$ cat config.mk
export PLATFORM = sky130hd
export DESIGN_NAME = conway_controller
export DESIGN_NICKNAME = d
export VERILOG_FILES = /design/src/rtl/conway_pkg.sv /design/src/rtl/conway_controller_tick_divider.sv /design/src/rtl/conway_controller.sv
export SDC_FILE = /design/constraint.sdc
export NUM_CORES = 1
export LEC_CHECK = 0
export CORE_UTILIZATION = 56
export DETAILED_ROUTE_END_ITERATION = 12
export GPL_ROUTABILITY_DRIVEN = 1
export PLACE_DENSITY = 0.82
export SYNTH_ARGS = -nofsm -noshare
export SYNTH_HDL_FRONTEND = slang
export SYNTH_SLANG_ARGS = --single-unit
$ cat constraint.sdc
create_clock -name clk -period 6 [get_ports clk]
set_input_delay 0.6 -clock clk [delete_from_list [all_inputs] [get_ports clk]]
set_output_delay 0.6 -clock clk [all_outputs]
set_load 0.05 [all_outputs]
$ cat src/rtl/conway_pkg.sv
// Shared types and default widths for the Game-of-Life sequencer.
// Encodings match the status/halt_reason output codes.
package conway_pkg;

  localparam int PERIOD_W_DEF = 24;
  localparam int GEN_W_DEF    = 16;

  typedef enum logic [1:0] {
    ST_IDLE = 2'd0,
    ST_LOAD = 2'd1,
    ST_RUN  = 2'd2,
    ST_STEP = 2'd3
  } ctrl_state_t;

  typedef enum logic [1:0] {
    HR_NONE    = 2'd0,
    HR_LIMIT   = 2'd1,
    HR_EXTINCT = 2'd2,
    HR_STABLE  = 2'd3
  } halt_reason_t;

endpackage

$ cat src/rtl/conway_controller_tick_divider.sv
// Generation-rate divider: tick_o is combinational and registered by the
// caller, so a clear cycle counts as cycle 0 of the new run.
module tick_divider #(
  parameter int PERIOD_W = 24
) (
  input  logic                clk,
  input  logic                rst_n,
  input  logic                clear_i,
  input  logic                enable_i,
  input  logic [PERIOD_W-1:0] period_i,
  output logic                tick_o
);

  logic [PERIOD_W-1:0] cnt_q, cnt_d;
  logic [PERIOD_W-1:0] cur, last;

  always_comb begin
    last   = (period_i == '0) ? '0 : period_i - PERIOD_W'(1);
    cur    = clear_i ? '0 : cnt_q;
    tick_o = (clear_i | enable_i) && (cur >= last);
    cnt_d  = cnt_q;
    if (clear_i | enable_i)
      cnt_d = tick_o ? '0 : cur + PERIOD_W'(1);
  end

  always_ff @(posedge clk or negedge rst_n) begin
    if (!rst_n) cnt_q <= '0;
    else        cnt_q <= cnt_d;
  end

endmodule

$ cat src/rtl/conway_controller.sv
// Game-of-Life array sequencer: load/step/run FSM, generation
// counter and sticky halt detection (limit, extinction, stable).
module conway_controller
  import conway_pkg::*;
#(
  parameter int PERIOD_W = PERIOD_W_DEF,
  parameter int GEN_W    = GEN_W_DEF
) (
  input  logic                clk,
  input  logic                rst,
  input  logic                cmd_load,
  input  logic                cmd_run,
  input  logic                cmd_stop,
  input  logic                cmd_step,
  input  logic [PERIOD_W-1:0] period,
  input  logic [GEN_W-1:0]    gen_limit,
  input  logic                any_alive,
  input  logic                any_changed,
  output logic                cells_load,
  output logic                cells_ena,
  output logic [1:0]          status,
  output logic [1:0]          halt_reason,
  output logic [GEN_W-1:0]    generation
);

  ctrl_state_t  state_q, state_d;
  halt_reason_t halt_q, halt_d;
  logic [GEN_W-1:0] gen_q, gen_d, gen_inc;
  logic load_q, load_d;
  logic ena_q, ena_d;
  logic sel_load, sel_stop, sel_step, sel_run;
  logic limit_hit, eval_halt;
  logic div_clear, div_tick;

  assign sel_load = cmd_load;
  assign sel_stop = cmd_stop & ~cmd_load;
  assign sel_step = cmd_step & ~cmd_stop & ~cmd_load;
  assign sel_run  = cmd_run & ~cmd_step & ~cmd_stop & ~cmd_load;

  tick_divider #(
    .PERIOD_W (PERIOD_W)
  ) u_div (
    .clk      (clk),
    .rst_n    (rst),
    .clear_i  (div_clear),
    .enable_i (state_q == ST_RUN),
    .period_i (period),
    .tick_o   (div_tick)
  );

  always_comb begin
    state_d   = state_q;
    gen_d     = gen_q;
    halt_d    = halt_q;
    div_clear = 1'b0;
    eval_halt = 1'b0;
    gen_inc   = (gen_q == '1) ? gen_q : gen_q + GEN_W'(1);
    limit_hit = (gen_limit != '0) && (gen_q >= gen_limit);

    // any_alive/any_changed describe the generation being replaced
    if (ena_q) begin
      if (!any_alive) begin
        halt_d    = HR_EXTINCT;
        eval_halt = 1'b1;
      end else if (!any_changed) begin
        halt_d    = HR_STABLE;
        eval_halt = 1'b1;
      end else begin
        gen_d = gen_inc;
        if ((gen_limit != '0) && (gen_inc == gen_limit)) begin
          halt_d    = HR_LIMIT;
          eval_halt = 1'b1;
        end
      end
    end

    unique case (state_q)
      ST_IDLE: begin
        unique case (1'b1)
          sel_load: state_d = ST_LOAD;
          sel_step: state_d = ST_STEP;
          sel_run: begin
            if (limit_hit) begin
              halt_d = HR_LIMIT;
            end else begin
              state_d   = ST_RUN;
              halt_d    = HR_NONE;
              div_clear = 1'b1;
            end
          end
          default: ;
        endcase
      end
      ST_RUN: begin
        if (sel_load)
          state_d = ST_LOAD;
        else if (sel_stop || eval_halt)
          state_d = ST_IDLE;
      end
      default: state_d = ST_IDLE;
    endcase

    if (state_d == ST_LOAD) begin
      gen_d  = '0;
      halt_d = HR_NONE;
    end

    load_d = (state_d == ST_LOAD);
    ena_d  = (state_d == ST_STEP) ||
             ((state_d == ST_RUN) && div_tick);
  end

  always_ff @(posedge clk or negedge rst) begin
    if (!rst) begin
      state_q <= ST_IDLE;
      halt_q  <= HR_NONE;
      gen_q   <= '0;
      load_q  <= 1'b0;
      ena_q   <= 1'b0;
    end else begin
      state_q <= state_d;
      halt_q  <= halt_d;
      gen_q   <= gen_d;
      load_q  <= load_d;
      ena_q   <= ena_d;
    end
  end

  assign cells_load  = load_q;
  assign cells_ena   = ena_q;
  assign status      = state_q;
  assign halt_reason = halt_q;
  assign generation  = gen_q;

endmodule

**Selected gate families**

Scale: 4 px per µm.
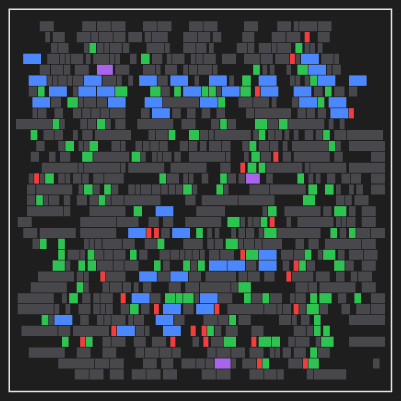
green -> inverting AOI/OAI gates  # cells 105, most used o21ai_0, where all over the die
blue -> adder and majority cells  # cells 43, most used ha_1
red -> inverters  # cells 27, most used inv_1
purple -> multiplexers  # cells 3, most used mux2_2

**Register map, names as in the netlist**

Scale: 4 px per µm. Other sequential cells in the stronger gray, the rest of the logic in the fainter gray.
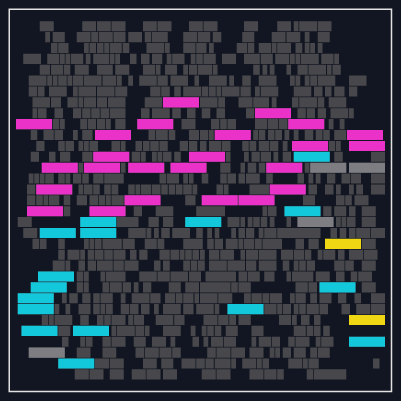
yellow -> halt_reason  # flops 2
magenta -> u_div.cnt_q  # flops 24
cyan -> generation  # flops 16

**Track usage over the die**

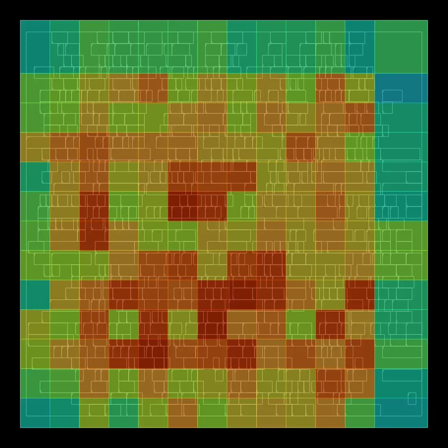
GRT Overall Usage: 30.0%
Top Usage Layer GRT: met2
met1 Use GR: 43.9%
met2 usage: 45.6%

**Zoomed window**

Window x 28 to 68, y 47 to 87 µm. Cells in gray, sequential cells in the stronger gray; small squares are vias.
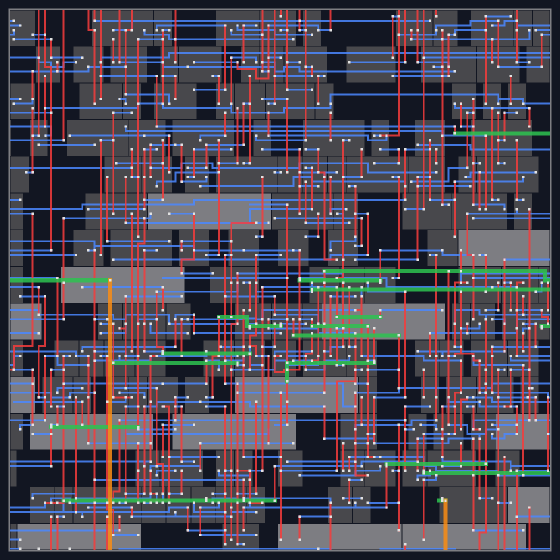
red -> met2
green -> met3
orange -> met4
blue -> met1
most frequent = nand2_1 (19), nand3_1 (12)
sequential cells in the window = 10
cells with their middle in the window = 144
netlist names of flops here include = u_div.cnt_q (10)

**M2 wires**

Scale: 3 px per µm.
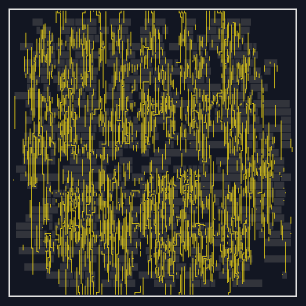
share of all routed wire = 45%
wire length on this layer = 5900 µm
main direction = vertical
longest straight run = 28.9 µm
nets with wire on the layer = 647

==> Changelog: implementation <==
## Implementation

* Final WS setup at around 0.71 ns
* Buffers, non-clock at roughly 73
* Pin count of the biggest net entering global routing at about 47
* #FFs+latches synth at ~46
* Flop share of the area at about a fifth
* Non-filler cells in the finished layout at around 800
* Pre-antenna DRT Iters at 7
* CP delay by family, top: AND-OR/OR-AND gates
* DR iter-0 viols at 464
* Asr flop ratio synth at 100%
* Worst Max-Slew Pin Slew at 1.10 ns
* Combinational share of power at ~41%
* Clock Latency Late Sink at approximately 0.31 ns
* Slew margin rel. at about 27%
* Critical path arrival at roughly 5.5 ns
* Chip footprint at 9060 µm²
* Post-CTS setup buffers at 0
* WHS at between 0.4 and 0.5 ns
* Top-area cell share at approximately a quarter
* Final setup violation count at 0
* Logic area at 3490 µm²
* Core Rows at 33
* Root Driver: clkbuf_8
* FF+latch count at roughly 46
* Final hold vios at 0
* Floorplan net count at between 700 and 800
* CTS clock-pin slew for the worst setup and hold paths at ~0.09 ns
* Layout area overhead at 17.6%
* Synth Instances at between 600 and 700
* Placed cell count at around 800
* Count of tool warnings at 26
* ANT cells at 0
* Power per cell area at around 210 nW/µm²
* GP Congestion at 1.01
* Post-synth EDFFs at 0
* Initial antenna violation count at 0
* CORE AREA at between 8000 and 9000 µm²
* R2R setup slack at about 1.2 ns
* Fp util at just under 60%
* Die height at between 90 and 100 µm
* Global route total overflow at 0
* Sequential Power Share at between 30% and 40%
* Register share after synthesis at 23.7%
* ClkCell Share at between 1.5 and 2%
* Non-clock buffers, area share at approximately an eighth
* Sum Neg Setup Slack at 0 ns
* Port Buffer Count at ~70
* Max Cap Viol at 0
* Fin area at 5720 µm²
* Num Clock Sinks at about 46
* Synthesized area at 4860 µm²
* P_leak at approximately 0.0024 µW
* Switching power at approximately 460 µW
* Outcome: complete, no violations
* Net count, final at roughly 770
* Inverters at 27
* Crit path DRT at just over 6 ns
* DRT antenna net count at 0
* Post-synth cell types at around 63
* Share of cells above drive strength 1 at around 5.4%
* Vias in the first global route at between 4000 and 5000
* DP HPWL at 10.1 mm
* Startpoint types: input pin
* DP Worst Slack at roughly 0.48 ns
* Worst Setup End Kind: flop
* Largest area contributor in the netlist: dfrtp_1
* Switching share of power at 39.0%
* Fin crit share at between 80% and 90%
* Buf/Inv on CP at 3
* TritonCTS Buffers at 5
[cells in the final DEF, fill, tap and decap left out, types with 12 or more instances in the layout]
cell type         n
nor4_1           12
a21oi_1          26
nor3_1           27
a31oi_1          15
nand3_1          40
o21ai_0          33
dfrtp_1          46
nand4_1          15
or4_1            16
a21o_1           13
nand2_1          71
ha_1             43
inv_1            27
clkdlybuf4s50_1  68
nor2b_1          28
xnor2_1          22
xor2_1           15
nor2_1           43
[registers in the layout (all words and copies together) (netlist names)]
signal / cells
cells_ena: 1
u_div.cnt_q: 24
status: 2
cells_load: 1
halt_reason: 2
generation: 16
[power by group through the flow]
stage,registers (µW),logic [µW],clock network [µW]
after floorplan,446,337,0
after global placement,453,461,0
after detailed placement,454,489,0
after CTS,449,490,244
after global routing,462,552,262
final,452,489,242
[final timing paths]
check                      cells past startpoint            from              to
max                                           21    gen_limit[9]  u_div.cnt_q[5]
min                                            1             rst   generation[7]
max reg2reg                                   19   generation[9]  u_div.cnt_q[5]
min reg2reg                                    2  u_div.cnt_q[1]  u_div.cnt_q[1]
max in group asynchronous                      1             rst   generation[5]
min in group clk                               2  u_div.cnt_q[1]  u_div.cnt_q[1]
[metal layers]
metal	share of wire [%]	global-route usage (%)	up-vias
li1	-	-	2420
met5	0	0	-
met1	46	43.9	2341
met3	8.2	6.22	19
met4	1.2	5.43	0
met2	45	45.6	190
[cell families (layout without fill, tap and decap cells)]
| group | Yosys count | after routing | share of synthesized area, % |
|---|---|---|---|
| mux | 3 | 3 | 0.669 |
| flops | 46 | 46 | 23.7 |
| simple gates | 305 | 305 | 34.4 |
| fa+ha+maj | 43 | 43 | 11.1 |
| xor+xnor | 38 | 38 | 7.13 |
| buf+inv | 56 | 107 | 4.53 |
| compound gates | 137 | 137 | 18.5 |
No activity file was given, so power comes from the tool's default toggle rates.
